## config.mk

```make
export PLATFORM = sky130hd
export DESIGN_NAME = gpr_wb_arb
export DESIGN_NICKNAME = d
export VERILOG_FILES = /design/src/rtl/gpr_wb_arb.sv
export SDC_FILE = /design/constraint.sdc
export NUM_CORES = 1
export LEC_CHECK = 0
export CORE_ASPECT_RATIO = 1.2
export CORE_UTILIZATION = 46
export DETAILED_ROUTE_END_ITERATION = 8
export HOLD_SLACK_MARGIN = 0.12
export MAX_ROUTING_LAYER = met4
export PLACE_DENSITY = 0.87
export SKIP_LAST_GASP = 1
export SYNTH_ARGS = -nofsm -noshare
export SYNTH_HDL_FRONTEND = slang
export SYNTH_SLANG_ARGS = --single-unit
```

## constraint.sdc

```tcl
create_clock -name clk -period 2.75 [get_ports clk]
set_clock_uncertainty 0.2 [all_clocks]
set_input_delay 0.55 -clock clk [delete_from_list [all_inputs] [get_ports clk]]
set_output_delay 0.55 -clock clk [all_outputs]
set_load 0.05 [all_outputs]
```

## src/rtl/gpr_wb_arb.sv

```systemverilog
// gpr_wb_arb: write-back arbiter and late-result buffer for the GPR file write port.
//
// The in-order pipeline write-back always wins the port. Late results (multi-cycle load,
// multiply, divide) queue in a small circular FIFO and drain when the pipeline is idle.
// A newer pipeline write to the same register kills older buffered entries (WAW squash).
// Dead entries are popped without using the port.
//
// Ports:
//   clk, reset            clock, synchronous active-low reset
//   pipe_we_, pipe_addr,  pipeline write-back request (active-low), address, data
//   pipe_data
//   late_valid/ready,     late-result valid/ready handshake with address and data
//   late_addr, late_data
//   chk_addr_0/1          decode source registers to check
//   pending_0/1           a live buffered entry targets chk_addr_0/1
//   we_, wr_addr, wr_data register-file write port (we_ active-low)
module gpr_wb_arb #(
   parameter int unsigned DEPTH  = 2,
   parameter int unsigned ADDR_W = 5,
   parameter int unsigned DATA_W = 32
) (
   input  logic              clk,
   input  logic              reset,
   input  logic              pipe_we_,
   input  logic [ADDR_W-1:0] pipe_addr,
   input  logic [DATA_W-1:0] pipe_data,
   input  logic              late_valid,
   output logic              late_ready,
   input  logic [ADDR_W-1:0] late_addr,
   input  logic [DATA_W-1:0] late_data,
   input  logic [ADDR_W-1:0] chk_addr_0,
   input  logic [ADDR_W-1:0] chk_addr_1,
   output logic              pending_0,
   output logic              pending_1,
   output logic              we_,
   output logic [ADDR_W-1:0] wr_addr,
   output logic [DATA_W-1:0] wr_data
);

   localparam int unsigned PtrW = (DEPTH > 1) ? $clog2(DEPTH) : 1;
   localparam int unsigned CntW = PtrW + 1;

   logic [DEPTH-1:0]  live_q;
   logic [ADDR_W-1:0] addr_q [DEPTH];
   logic [DATA_W-1:0] data_q [DEPTH];
   logic [PtrW-1:0]   rd_ptr_q, wr_ptr_q;
   logic [CntW-1:0]   count_q;

   logic full, empty, head_live, push, pop, pipe_wr;

   always_comb begin
      full       = (count_q == CntW'(DEPTH));
      empty      = (count_q == '0);
      head_live  = live_q[rd_ptr_q];
      pipe_wr    = reset && !pipe_we_;
      // Ready depends only on full so a pop never makes room for a same-cycle push.
      late_ready = reset && !full;
      push       = late_valid && late_ready;
      // Dead head pops regardless of the pipeline; live head only when the port is free.
      pop        = reset && !empty && (!head_live || pipe_we_);
   end

   // Write port select
   always_comb begin
      we_     = 1'b1;
      wr_addr = '0;
      wr_data = '0;
      if (pipe_wr) begin
         we_     = 1'b0;
         wr_addr = pipe_addr;
         wr_data = pipe_data;
      end else if (reset && !empty && head_live) begin
         we_     = 1'b0;
         wr_addr = addr_q[rd_ptr_q];
         wr_data = data_q[rd_ptr_q];
      end
   end

   // Hazard reporting covers stored live entries only; popped entries are cleared.
   always_comb begin
      pending_0 = 1'b0;
      pending_1 = 1'b0;
      for (int i = 0; i < DEPTH; i++) begin
         if (live_q[i] && addr_q[i] == chk_addr_0) pending_0 = 1'b1;
         if (live_q[i] && addr_q[i] == chk_addr_1) pending_1 = 1'b1;
      end
      pending_0 = pending_0 && reset;
      pending_1 = pending_1 && reset;
   end

   always_ff @(posedge clk) begin
      if (!reset) begin
         live_q   <= '0;
         rd_ptr_q <= '0;
         wr_ptr_q <= '0;
         count_q  <= '0;
      end else begin
         for (int i = 0; i < DEPTH; i++) begin
            if (pipe_wr && live_q[i] && addr_q[i] == pipe_addr) live_q[i] <= 1'b0;
         end
         if (pop) begin
            live_q[rd_ptr_q] <= 1'b0;
            rd_ptr_q         <= rd_ptr_q + 1'b1;
         end
         // wr_ptr never aliases a stored entry here since push implies not full.
         if (push) begin
            live_q[wr_ptr_q] <= !(pipe_wr && late_addr == pipe_addr);
            addr_q[wr_ptr_q] <= late_addr;
            data_q[wr_ptr_q] <= late_data;
            wr_ptr_q         <= wr_ptr_q + 1'b1;
         end
         if (push && !pop) count_q <= count_q + 1'b1;
         else if (pop && !push) count_q <= count_q - 1'b1;
      end
   end

endmodule

```

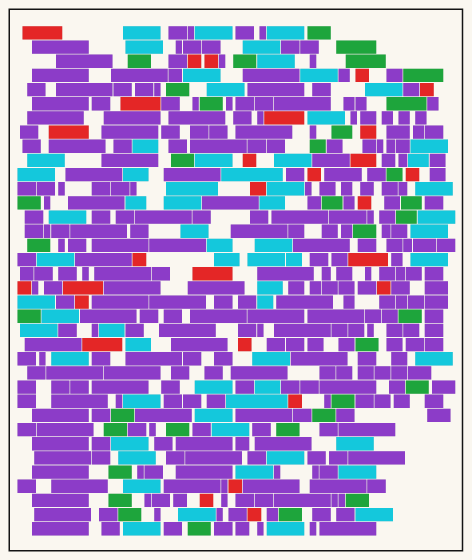
**Above:** run 1 (drive-strength map).
| size | colour | cells | share |
|---|---|---|---|
| drive 3 to 4 | red | 28 | 6.3% |
| drive 6 and up | cyan | 64 | 14% |
| drive 1 or less | purple | 316 | 71% |
| drive 2 | green | 35 | 7.9% |
Non-Clock Buffer Count: 154
Layout area overhead: 61.68%

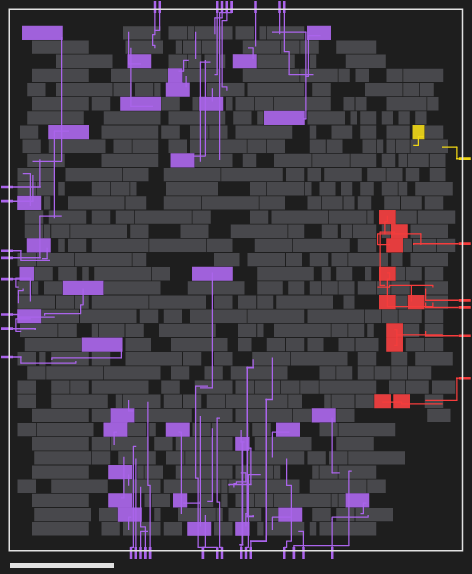
**Above:** run 1 (I/O nets highlighted).
Bar = 20 um.
| port | colour | bits | direction | end cells | buffers | wire |
|---|---|---|---|---|---|---|
| chk_addr_1 | red | 5 | input | 10 | 6 | 130 um |
| wr_data | purple | 32 | output | 32 | 38 | 884 um |
| late_ready | yellow | 1 | output | 1 | 1 | 8.70 um |

==> flow_summary.toml, run 1 <==
# implementation run metrics
[setup_path]
cp.buffers_inverters = 4
max_stage_delay_ns = 0.36
required_ns = 2.00
path_class = "input pin to output pin"
cp_cell_sequence = "dlygate4sd2_1, buf_6, nor2b_4, bufbuf_16, o31ai_2, buf_12"
cp-end-kind = "output pin"
r2r_end = "count_q[1]"
critPathArrivalTime_ns = 1.97
crit_path_max_fanout = 17
cp-startpoint = "reset"
ff2ff_path_depth = 5
reg2reg_from = "rd_ptr_q"
r2r_slack_ns = 0.84
cp-start-kind = "input pin"
crit_family = "buffers and inverters"
crit_end = "wr_data[21]"
path_depth = 6
slowest_stage = "o31ai_2"

[layout]
ff_latch_area_sq_um = 2367
inv_count = 2
num-multi-input-gates = 190
sequential_cell_total = 81
buffer_area_frac = 0.3214
area_dominant_class = "flip-flops and latches"
final_common_cell = "clkdlybuf4s50_1"
post-route-util = 0.7775
final_cells = 557
clock_area_frac = 0.02753
num-clock-buffers = 9
lay_top_cells = "clkdlybuf4s50_1, edfxtp_1, buf_12"
final_area_sq_um = 6409
drive_gt1_frac = 0.2867
num-fill-cells = 513
sh_seq_area = 0.3694
insertedDiodeCount = 0
fin_nets = 527
comb-cell-share = 0.2583
comb_area_sq_um = 1655

[global_routing]
grt-ovfl-total = 0
groute.usage.overall = 0.2537
use_met1 = 0.2804
grt_pass1_wl_um = 16550
grt_pass1_vias = 3265
grt_max_degree = 38
antenna_found_initial = 0
grt_busiest_layer = "met2"
use_met2 = 0.4337
global_route.usage.met3 = 0.03347

[drt]
viasPerCell = 5.329
routed_wl_um = 10410
route.met3.wl_um = 354
route.vias.total = 2968
met1Wirelength_um = 3930
wl_met2_um = 5619
final_antenna_net_count = 0
drc = 0
first_pass_iters = 4
top_layer = "met4"
wire_per_inst_um = 18.68
drt-initial-drc-count = 139

[synthesis]
yosysSeqAreaShare = 0.5960
synth.distinct_cells = 28
topCellsByArea = "edfxtp_1, mux2i_1, xor2_1"
ys_chip_area_sq_um = 3964
syn_inst = 292
aoi_share = 0.1124
ys_sh_simple = 0.07260
syn-num-nets = 381
topCombFamilyByArea = "AND-OR/OR-AND gates"
ys_ff = 81
ys_sh_mux = 0.1016
synth_area_sq_um = 3964
yosysTopAreaCell = "edfxtp_1"
yosysTopAreaCellShare = 0.5606
yosys.area_share.adder = 0.003157
ys_cells = 292
ys_sh_xor = 0.08617
ys_warn_count = 0
synth_area_per_cell_sq_um = 13.57

[power_and_ir_drop]
p_comb_uw = 1510
power_density_nw_per_um2 = 599.8
powerSeq_uw = 1560
comb_power_share = 0.392
swShare = 0.3384
power_clock_uw = 777
internal-power_uw = 2543
ir_drop_mv = 0.4176
top_power_group = "sequential cells"
p_total_uw = 3844
p_sw_uw = 1301
power.leakage_uw = 0.002284
p_clk_frac = 0.202
seq_power_share = 0.406

[clock_network]
clockBufferDepth = 2
insertion_delay_ns = 0.34
cts_buffers = 9
cts-root-buf = "clkbuf_8"
cts_tree = "built"
cts-htree-levels = 3
clk_pin_slew_ns = 0.09
cts.sinks = 81
postCtsHoldBufs = 0

[floorplan]
coreArea_sq_um = 8243
design.portCount = 129
die_h_um = 103.7
die_area_sq_um = 8994
taps = 114
die_w_um = 86.74
rows = 36
fp_util = 0.4809

[placed_design]
io_buffers = 128
dp_hpwl_um = 7011
gp_congestion = 0.8741
dp_cells = 535
dp_slack_ns = -0.2642
post_dp_cell_area_sq_um = 5967

[timing]
hold_viol_final = 0
slew_violations = 0
fmax_mhz = 367.3
fin_setup_tns_ns = 0
finalSetupViolCount = 0
setup_ws_ns = 0.02779
whs_ns = 0.3456
slew_headroom = 0.7596
tightest_slew_ns = 0.3573
period_used_share = 0.9899
fin_crit_ns = 2.722
rsz0062_at_grt = "yes"

[min_path]
min_to = "count_q[1]"
hp-class = "register to register"
holdPathStages = 2
hold_start = "count_q[1]"

[flow_run]
drv.max_cap_violation_count = 0
warning_count = 28

[outcome]
outcome = "finished, final reports clean"
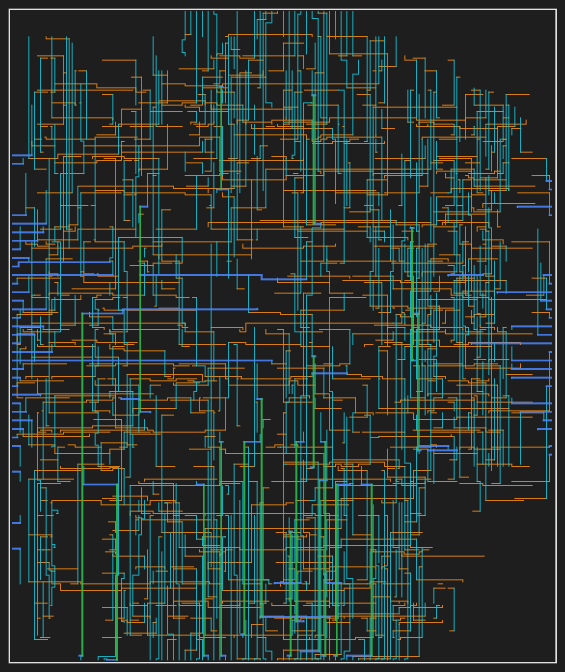
**Above:** run 1 (routed metal, one colour a layer).
| layer | colour | wire length |
|---|---|---|
| met3 | blue | 354 um |
| met1 | orange | 3,930 um |
| met4 | green | 503 um |
| met2 | cyan | 5,620 um |

## run 1: cells in the mapped netlist (all sizes together)
cell	n
a21boi	3
a31oi	2
and2	5
and2b	1
and3	1
buf	11
clkbuf	8
dfxtp	7
edfxtp	74
ha	1
inv	2
mux2	2
mux2i	38
nand2	38
nand2b	1
nand3	5
nor2b	2
nor4	7
o211ai	2
o21ai	3
o21bai	1
o31ai	37
or2	1
or3	1
xnor2	9
xor2	30
## run 1: repair_timing
item	in CTS	in global routing
hold endpoints to repair	0	0
buffers inserted	3	0
pin swaps	1	9
endpoints found under the setup margin	40	12
gates resized	22	11
gates cloned	3	0
## run 1: state kept, by name (all words and copies together) (netlist names), named ones only
register  count
addr_q       10
count_q       2
data_q       64
wr_ptr_q      1
rd_ptr_q      1
live_q        2
==> run 2, diff against run 1 <==
--- a/config.mk
+++ b/config.mk
@@ -11,6 +11,7 @@
 export HOLD_SLACK_MARGIN = 0.12
 export MAX_ROUTING_LAYER = met4
 export PLACE_DENSITY = 0.87
+export SETUP_SLACK_MARGIN = 0.02
 export SKIP_LAST_GASP = 1
 export SYNTH_ARGS = -nofsm -noshare
 export SYNTH_HDL_FRONTEND = slang
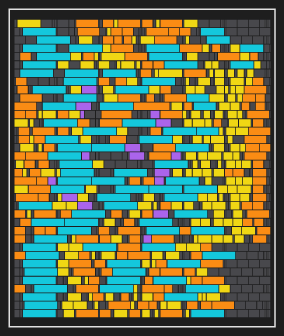
**Above:** run 2 (cell classes on the final placement).
Fill, decap, tap and diode cells in grey.
| class | colour | cells | share of their area |
|---|---|---|---|
| other buffers and delay cells | orange | 153 | 33% |
| flip-flops | cyan | 81 | 38% |
| all other logic | yellow | 192 | 26% |
| clock drivers and dummy loads | purple | 16 | 2.9% |
final core occ: 0.7679
num rows: 36
area of the core: 8243 sq um

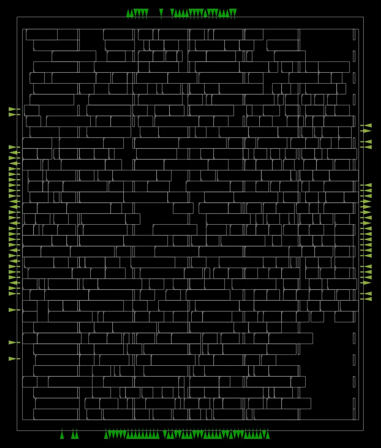
**Above:** run 2 (cell placement).
tap cells: 114
Filler Cells Inserted: 524
Seq/total area: 0.3740
post-route insts no fill: 556
layout sequential cell count: 81

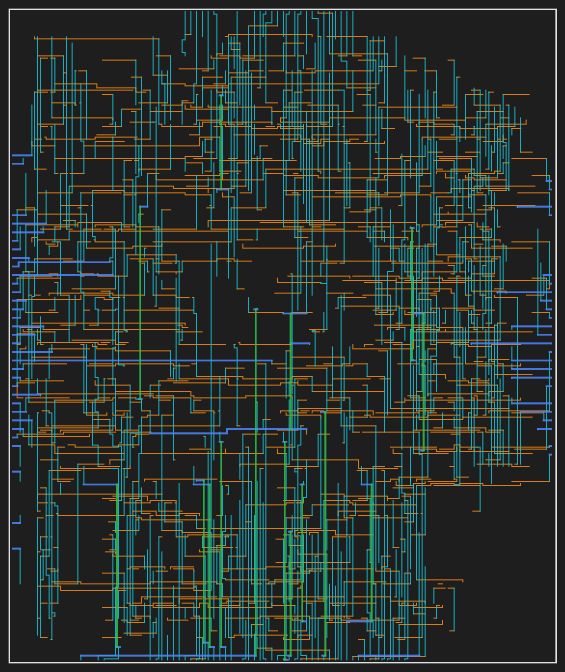
**Above:** run 2 (routed metal, one colour a layer).
| layer | colour | wire length |
|---|---|---|
| met3 | blue | 307 um |
| met1 | orange | 3,830 um |
| met4 | green | 409 um |
| met2 | cyan | 5,420 um |
Vias: 2,913
drt wl/cell: 17.93 um
Post-Route WL: 9967 um
total global routing track utilization: 0.2411

==> flow_summary.toml, run 2 <==
# implementation run metrics
[global_routing]
global_route.usage.met3 = 0.03267
grt_pass1_vias = 3195
use_met1 = 0.2683
antenna_found_initial = 0
grt-ovfl-total = 0
grt_max_degree = 38
grt_pass1_wl_um = 15780

[power_and_ir_drop]
power_clock_uw = 773
powerSeq_uw = 1560
internal-power_uw = 2531
top_power_group = "sequential cells"
p_clk_frac = 0.203
swShare = 0.3351
power.leakage_uw = 0.002265
ir_drop_mv = 0.4094
seq_power_share = 0.410
p_sw_uw = 1276
comb_power_share = 0.387
power_density_nw_per_um2 = 601.4

[synthesis]
synth.distinct_cells = 28
ys_sh_mux = 0.1016
ys_ff = 81
edf_count = 74
ys_chip_area_sq_um = 3964
top_cells_by_count = "edfxtp_1, mux2i_1, nand2_1"
yosysSeqAreaShare = 0.5960
ys_sh_simple = 0.07260
ys_cells = 292
topCellsByArea = "edfxtp_1, mux2i_1, xor2_1"
synth.most_common_cell = "edfxtp_1"
synth_area_sq_um = 3964
ys_warn_count = 0
ys_sh_xor = 0.08617
ys_async_sr_fraction = 0
aoi_share = 0.1124
ff_type = "edfxtp_1"
topCombFamilyByArea = "AND-OR/OR-AND gates"
yosysTopAreaCell = "edfxtp_1"
yosys.area_share.adder = 0.003157

[floorplan]
die_w_um = 86.74
fp_util = 0.4809
die_h_um = 103.7
design.portCount = 129
die_area_sq_um = 8994

[drt]
wl_met2_um = 5421
first_pass_iters = 4
viasPerCell = 5.239
drc = 0
route.met3.wl_um = 306
final_antenna_net_count = 0
drt-initial-drc-count = 171
met1Wirelength_um = 3830

[flow_run]
warning_count = 27
drv.max_cap_violation_count = 0

[timing]
rsz0062_at_grt = "no"
hold_viol_final = 0
finalSetupViolCount = 0
fmax_mhz = 372.4
fin_crit_ns = 2.685
whs_ns = 0.3447
slew_violations = 0
tightest_slew_ns = 0.3418
slew_headroom = 0.7700
setup_ws_ns = 0.06488
fin_setup_tns_ns = 0

[clock_network]
cts_buffers = 9
cts_tree = "built"
clockBufferDepth = 2
cts-htree-levels = 3
insertion_delay_ns = 0.34
cts-root-buf = "clkbuf_8"
cts.sinks = 81
clk_pin_slew_ns = 0.09

[placed_design]
post_dp_cell_area_sq_um = 5967
io_buffers = 128
gp_congestion = 0.8741
dp_cells = 535
dp_slack_ns = -0.2642
dp_hpwl_um = 7011

[outcome]
outcome = "finished, final reports clean"

[setup_path]
reg2reg_from = "rd_ptr_q"
r2r_end = "count_q[1]"
ff2ff_path_depth = 5
r2r_slack_ns = 0.84
crit_path_max_fanout = 5
cp-end-kind = "output pin"
critPathArrivalTime_ns = 1.94
cp-start-kind = "input pin"
path_class = "input pin to output pin"
crit_end = "wr_data[13]"
required_ns = 2.00

[min_path]
hold_start = "count_q[1]"
holdPathStages = 2
min_to = "count_q[1]"
hp-class = "register to register"

[layout]
insertedDiodeCount = 0
largest_reg_flops = 64
fin_nets = 526
largest-register = "data_q"
comb_area_sq_um = 1612
drive_gt1_frac = 0.2851
final_area_sq_um = 6330
synthToLayoutAreaGrowth_pct = 59.69
ff_latch_area_sq_um = 2367
reg_top3 = "data_q (64), addr_q (10)"
final_common_cell = "clkdlybuf4s50_1"
run 2: final cells by class:
| class | count | area share |
|---|---|---|
| clock inverter | 7 | 0.008302 |
| multi-input combinational | 190 | 0.2546 |
| tap | 114 | 0.02253 |
| inverter | 2 | 0.001186 |
| clock buffer | 9 | 0.01957 |
| timing repair buffer | 153 | 0.3198 |
| sequential | 81 | 0.3740 |
run 2: timing repair:
item                                   in CTS  in global routing
setup buffers                               3                  0
hold buffers                                0                  0
endpoints found under the hold margin       0                  0
setup endpoints to repair                  40                 12
pin swaps                                   6                 10
gates cloned                                2                  0
resized                                    19                 11
run 2: critical path, cell delays in order:
cell           delay (ns)
dlygate4sd2_1        0.24
o21ai_2              0.08
or2_4                0.30
bufbuf_16            0.29
o31ai_2              0.29
buf_12               0.18
